## config.mk

```make
export PLATFORM = sky130hd
export DESIGN_NAME = display_serializer
export DESIGN_NICKNAME = d
export VERILOG_FILES = /design/src/rtl/display_serializer.sv
export SDC_FILE = /design/constraint.sdc
export NUM_CORES = 1
export LEC_CHECK = 0
export CAP_MARGIN = 5
export CORE_AREA = 4 4 124 126
export DETAILED_ROUTE_END_ITERATION = 6
export DIE_AREA = 0 0 128 130
export PLACE_DENSITY = 0.55
export SLEW_MARGIN = 0
export SYNTH_ARGS = -nofsm -noshare
export SYNTH_HDL_FRONTEND = slang
export SYNTH_SLANG_ARGS = --single-unit
export TNS_END_PERCENT = 100
```

## constraint.sdc

```tcl
create_clock -name i_clk -period 6.3 [get_ports i_clk]
set_input_delay 0.63 -clock i_clk [delete_from_list [all_inputs] [get_ports i_clk]]
set_output_delay 0.63 -clock i_clk [all_outputs]
set_load 0.02 [all_outputs]
```

## src/rtl/display_serializer.sv

```systemverilog
// rtl/display_serializer.sv - six-digit 7-segment frame serializer for 74HC595-style chains
module display_serializer #(
    parameter int SYS_CLK_HZ   = 5_000_000,
    parameter int SHIFT_CLK_HZ = 1_000_000
) (
    input  logic        i_clk,
    input  logic        i_reset,
    input  logic        i_en,
    input  logic        i_write,
    input  logic [23:0] i_bcd,
    input  logic [5:0]  i_dp,
    output logic        o_busy,
    output logic        o_serial_data,
    output logic        o_serial_clk,
    output logic        o_serial_latch
);

    localparam int HP_RAW      = SYS_CLK_HZ / (2 * SHIFT_CLK_HZ);
    localparam int HALF_PERIOD = (HP_RAW < 1) ? 1 : HP_RAW;
    localparam int PW          = $clog2(4 * HALF_PERIOD);

    localparam logic [PW-1:0] HP_LAST    = PW'(HALF_PERIOD - 1);
    localparam logic [PW-1:0] LATCH_ON   = PW'(2 * HALF_PERIOD);
    localparam logic [PW-1:0] LATCH_LAST = PW'(4 * HALF_PERIOD - 1);

    typedef enum logic [1:0] {
        IDLE     = 2'd0,
        SHIFT_LO = 2'd1,
        SHIFT_HI = 2'd2,
        LATCH    = 2'd3
    } state_t;

    state_t         state, state_next;
    logic [PW-1:0]  phase_cnt, phase_cnt_next;
    logic [5:0]     bit_cnt, bit_cnt_next;
    logic [47:0]    shift_reg, shift_reg_next;
    logic           pend_valid, pend_valid_next;
    logic [23:0]    pend_bcd, pend_bcd_next;
    logic [5:0]     pend_dp, pend_dp_next;
    logic           busy_next, data_next, sclk_next, latch_next;
    logic [23:0]    sel_bcd;
    logic [5:0]     sel_dp;
    logic [47:0]    start_frame;

    function automatic logic [7:0] seg_byte(input logic [3:0] digit, input logic dp);
        logic [6:0] seg;
        case (digit)
            4'd0:    seg = 7'h3F;
            4'd1:    seg = 7'h06;
            4'd2:    seg = 7'h5B;
            4'd3:    seg = 7'h4F;
            4'd4:    seg = 7'h66;
            4'd5:    seg = 7'h6D;
            4'd6:    seg = 7'h7D;
            4'd7:    seg = 7'h07;
            4'd8:    seg = 7'h7F;
            4'd9:    seg = 7'h6F;
            default: seg = 7'h00;
        endcase
        return {dp, seg};
    endfunction

    // Digit 5 lands in the top byte so it leaves the shift register first.
    function automatic logic [47:0] encode_frame(input logic [23:0] bcd, input logic [5:0] dp);
        logic [47:0] frame;
        frame = '0;
        for (int n = 0; n < 6; n++) begin
            frame[n*8 +: 8] = seg_byte(bcd[n*4 +: 4], dp[n]);
        end
        return frame;
    endfunction

    // A fresh write takes priority over the buffered frame when both are available.
    assign sel_bcd     = i_write ? i_bcd : pend_bcd;
    assign sel_dp      = i_write ? i_dp  : pend_dp;
    assign start_frame = encode_frame(sel_bcd, sel_dp);

    // Next-state, datapath and registered-output values.
    always_comb begin
        state_next      = state;
        phase_cnt_next  = phase_cnt;
        bit_cnt_next    = bit_cnt;
        shift_reg_next  = shift_reg;
        pend_valid_next = pend_valid;
        pend_bcd_next   = pend_bcd;
        pend_dp_next    = pend_dp;
        busy_next       = o_busy;
        data_next       = o_serial_data;
        sclk_next       = o_serial_clk;
        latch_next      = o_serial_latch;

        if (i_write) begin
            pend_valid_next = 1'b1;
            pend_bcd_next   = i_bcd;
            pend_dp_next    = i_dp;
        end

        case (state)
            IDLE: begin
                if (i_en && (i_write || pend_valid)) begin
                    pend_valid_next = 1'b0;
                    shift_reg_next  = start_frame;
                    state_next      = SHIFT_LO;
                    phase_cnt_next  = '0;
                    bit_cnt_next    = '0;
                    busy_next       = 1'b1;
                    sclk_next       = 1'b0;
                    latch_next      = 1'b0;
                    data_next       = start_frame[47];
                end
            end
            SHIFT_LO: begin
                if (phase_cnt == HP_LAST) begin
                    phase_cnt_next = '0;
                    sclk_next      = 1'b1;
                    state_next     = SHIFT_HI;
                end else begin
                    phase_cnt_next = phase_cnt + 1'b1;
                end
            end
            SHIFT_HI: begin
                if (phase_cnt == HP_LAST) begin
                    phase_cnt_next = '0;
                    sclk_next      = 1'b0;
                    if (bit_cnt == 6'd47) begin
                        data_next  = 1'b0;
                        state_next = LATCH;
                    end else begin
                        bit_cnt_next   = bit_cnt + 1'b1;
                        shift_reg_next = {shift_reg[46:0], 1'b0};
                        data_next      = shift_reg[46];
                        state_next     = SHIFT_LO;
                    end
                end else begin
                    phase_cnt_next = phase_cnt + 1'b1;
                end
            end
            LATCH: begin
                // Quiet guard interval after the last clock fall, then the latch pulse.
                if (phase_cnt == LATCH_LAST) begin
                    phase_cnt_next = '0;
                    latch_next     = 1'b0;
                    busy_next      = 1'b0;
                    state_next     = IDLE;
                end else begin
                    phase_cnt_next = phase_cnt + 1'b1;
                    if (phase_cnt_next == LATCH_ON) begin
                        latch_next = 1'b1;
                    end
                end
            end
            default: state_next = IDLE;
        endcase
    end

    // State, datapath and output registers; reset clears everything immediately.
    always_ff @(posedge i_clk or posedge i_reset) begin
        if (i_reset) begin
            state          <= IDLE;
            phase_cnt      <= '0;
            bit_cnt        <= '0;
            shift_reg      <= '0;
            pend_valid     <= 1'b0;
            pend_bcd       <= '0;
            pend_dp        <= '0;
            o_busy         <= 1'b0;
            o_serial_data  <= 1'b0;
            o_serial_clk   <= 1'b0;
            o_serial_latch <= 1'b0;
        end else begin
            state          <= state_next;
            phase_cnt      <= phase_cnt_next;
            bit_cnt        <= bit_cnt_next;
            shift_reg      <= shift_reg_next;
            pend_valid     <= pend_valid_next;
            pend_bcd       <= pend_bcd_next;
            pend_dp        <= pend_dp_next;
            o_busy         <= busy_next;
            o_serial_data  <= data_next;
            o_serial_clk   <= sclk_next;
            o_serial_latch <= latch_next;
        end
    end

endmodule

```

==> impl_results.rst <==
Flow metrics
------------

.. list-table::
   :header-rows: 1

   * - Metric
     - Value
   * - Kind of launch point of the worst setup path
     - register
   * - Hold-fix buffers, CTS
     - 0
   * - Number of logged tool warnings
     - 63
   * - Minimum period implied by the final worst setup slack
     - 3.38 ns
   * - Height of the die
     - 130 um
   * - Ys Warns
     - 0
   * - Cell with the largest stage delay on the worst path
     - sky130_fd_sc_hd__ha_2
   * - Initial antenna violation count
     - 0
   * - Mean routed wirelength per cell
     - 15.7 um
   * - Final Hold Vio Count
     - 0
   * - Cell area after synthesis
     - 5660 um^2
   * - Pwr per Cell Area
     - 401 nW/um^2
   * - Post-CTS resize count
     - 0
   * - Fp util
     - 39.6%
   * - Final count of pins violating max slew
     - 0
   * - Unrepaired setup endpoints after global routing
     - no
   * - Clock tree from TritonCTS
     - yes
   * - Worst IR Drop VDD
     - 0.000172 V
   * - Cell type with the largest total area after synthesis
     - sky130_fd_sc_hd__dfrtp_1
   * - Routed wire length
     - 12.0 mm
   * - Net switching power of the design
     - 1020 uW
   * - Portion of total power attributed to sequential cells
     - 34.9%
   * - Number of cells in Yosys stat
     - 549
   * - Switch share
     - 39.8%
   * - Number of buffers created by CTS
     - 9
   * - Status
     - complete, no violations
   * - Total routed wire length on the met1 layer
     - 5.93 mm
   * - DRC violation count after routing
     - 0
   * - Buffering stage count on the worst path with inverters included
     - 2
   * - Router iterations before antenna repair
     - 4
   * - Top sig layer
     - met4
   * - Chip area
     - 16600 um^2
   * - Primary FF master, synth
     - sky130_fd_sc_hd__dfrtp_1
   * - Actual slew at the worst max-slew pin
     - 1.14 ns
   * - Die Wd
     - 128 um
   * - Kind of end point of the critical path
     - register
   * - Sum of overflow across all layers after global routing
     - 0
   * - Final number of setup-violating endpoints
     - 0
   * - GR Util All Layers
     - 14.9%
   * - Part of the power in combinational logic
     - 45.6%
   * - Cell internal power dissipation
     - 1540 uW
   * - Root buffer selected by CTS
     - sky130_fd_sc_hd__clkbuf_16
   * - Setup repair bufs after CTS
     - 0
   * - Part of the total power dissipated in the clock network
     - 19.6%
   * - Worst min path class
     - register to register
   * - Total via count after detailed routing
     - 4138
   * - Post-detailed-route count of antenna-violating nets
     - 0
-- cell usage after synthesis, drive strengths merged (3+ instances only) --
cell type and instances:
nand4 4, nand2b 8, a32o 23, o2bb2ai 3, nand3 5, a32oi 4
ha 47, xnor2 4, a21oi 49, a311o 4, clkbuf 12, a211oi 7
o21ai 53, nand2 13, nor2 11, buf 18, a31oi 16, mux2 19
a22oi 5, inv 68, nor2b 12, mux2i 35, o31ai 14, dfrtp 93
-- through the flow --
step | hold WS [ns] | cells | power, uW | worst slack (ns) | instance area [um^2]
floorplan | 0.457 | 549 | 1810 | 3.25 | 5660
global placement | 0.469 | 745 | 2050 | 3.00 | 6130
detailed placement | 0.481 | 745 | 2070 | 2.97 | 6130
CTS | 0.496 | 760 | 2580 | 2.92 | 6390
global route | 0.503 | 760 | 2770 | 2.64 | 6390
finish | 0.492 | 760 | 2560 | 2.92 | 6390
-- layout make-up --
class                           count  area, um^2  share of cell area, %
Clock buffer                       13         250                   3.92
Tap cell                          184         230                   3.61
Timing Repair Buffer               42         403                   6.31
Inverter                           68         256                   4.02
Multi-Input combinational cell    358        2910                   45.6
Sequential cell                    93        2330                   36.4
Clock inverter                      2        10.0                  0.157
-- worst reg2reg max path, cell delays in order, from the launching register on --
cell,delay (ns)
sky130_fd_sc_hd__dfrtp_1,0.43
sky130_fd_sc_hd__inv_1,0.15
sky130_fd_sc_hd__ha_2,0.76
sky130_fd_sc_hd__nand3b_1,0.25
sky130_fd_sc_hd__a22oi_1,0.43
sky130_fd_sc_hd__nand2_1,0.54
sky130_fd_sc_hd__buf_4,0.43
sky130_fd_sc_hd__o31ai_1,0.28
-- path summary, 6_finish.rpt --
check / from / to / slack (ns) / cells after the start
max in group asynchronous: i_reset / pend_bcd[0]$_DFF_PP0_ / 4.45 / 3
hold reg to reg: shift_reg[13]$_DFFE_PP0P_ / shift_reg[13]$_DFFE_PP0P_ / 0.49 / 1
min in group asynchronous: i_reset / pend_bcd[20]$_DFF_PP0_ / 0.52 / 2
hold / removal: shift_reg[13]$_DFFE_PP0P_ / shift_reg[13]$_DFFE_PP0P_ / 0.49 / 1
setup reg to reg: state[0]$_DFFE_PP0P_ / shift_reg[41]$_DFFE_PP0P_ / 2.92 / 7
setup / recovery: state[0]$_DFFE_PP0P_ / shift_reg[41]$_DFFE_PP0P_ / 2.92 / 7
-- cells by family after synthesis --
logic type	count (synthesis)	share of synthesized area, %
flops	93	41.1
compound gates	192	22.7
simple gates	61	5.66
buf+inv	98	7.58
xor+xnor	4	0.619
fa+ha+maj	47	10.4
mux	54	12.0
-- per-layer routing --
metal / up-vias / GRT usage, %
met4: 0 / 5.81
met5: - / 0
met3: 16 / 2.95
met2: 75 / 23.1
met1: 2030 / 20.7
li1: 2017 / -
-- power groups by stage --
stage	Combinational (uW)	Clock, uW	Sequential (uW)
2_1_floorplan	923	0	884
3_3_place_gp	1150	0	897
3_5_place_dp	1170	0	902
4_1_cts	1180	515	892
5_1_grt	1300	546	915
6_report	1170	501	893
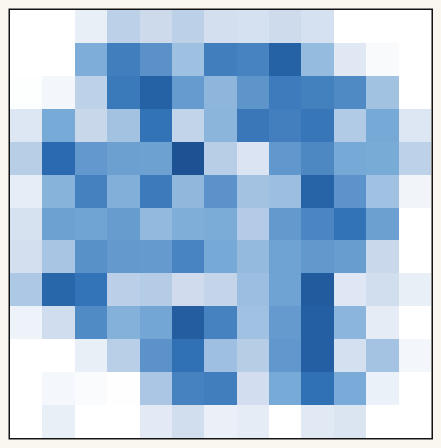
cell_density.png
13 x 13 tiles, from white (low) to dark blue (high), 0 to 100% covered.
tiles over 75% full: 5.9%
nearly empty tiles: 14%
fullest tile: 86%
mean over tiles: 37%
emptiest ninth of the die: bottom left

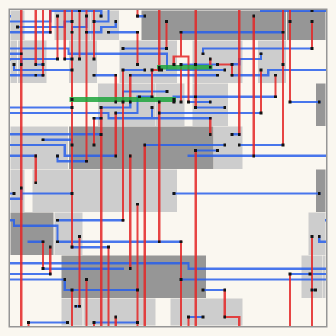
detail.png
Window x 86 to 106, y 88 to 108 um. Cells in grey, sequential cells in the stronger grey; small squares are vias.
legend:
  metal 1:
    colour: blue
  metal 3:
    colour: green
  metal 2:
    colour: red
cells with their middle in the window: 23
most frequent: o21ai_0 (4), a21oi_1 (4)
netlist names of flops here include: shift_reg (2), state (1)
sequential cells in the window: 3

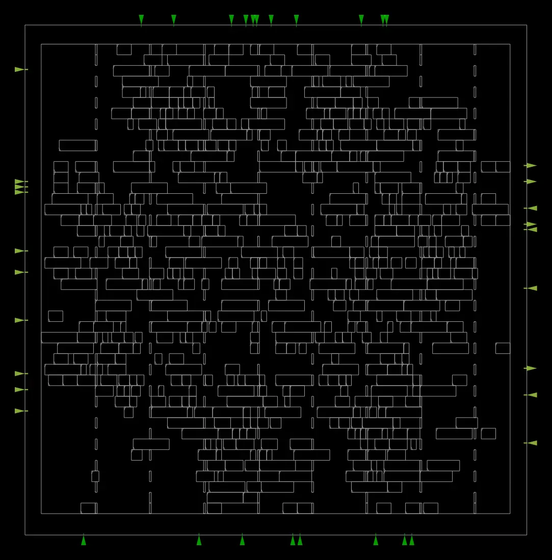
placement.png
fillcell total: 1361
number of well taps: 184
core occupancy in the finished layout: 44.6%

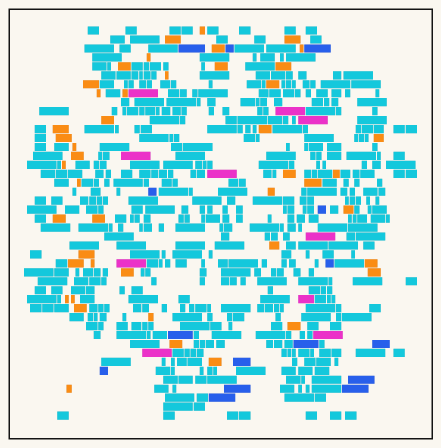
sizes.png
legend:
  _3 and _4 cells:
    colour: blue
    cells: 15
    share: 2.6%
    most_used: mux2i_4
  _2 cells:
    colour: orange
    cells: 45
    share: 7.8%
    most_used: mux2_2
  _0 and _1 cells:
    colour: cyan
    cells: 506
    share: 88%
    most_used: dfrtp_1
  _6 and larger:
    colour: magenta
    cells: 10
    share: 1.7%
    most_used: clkbuf_16

Power and IR drop assume default switching activity.
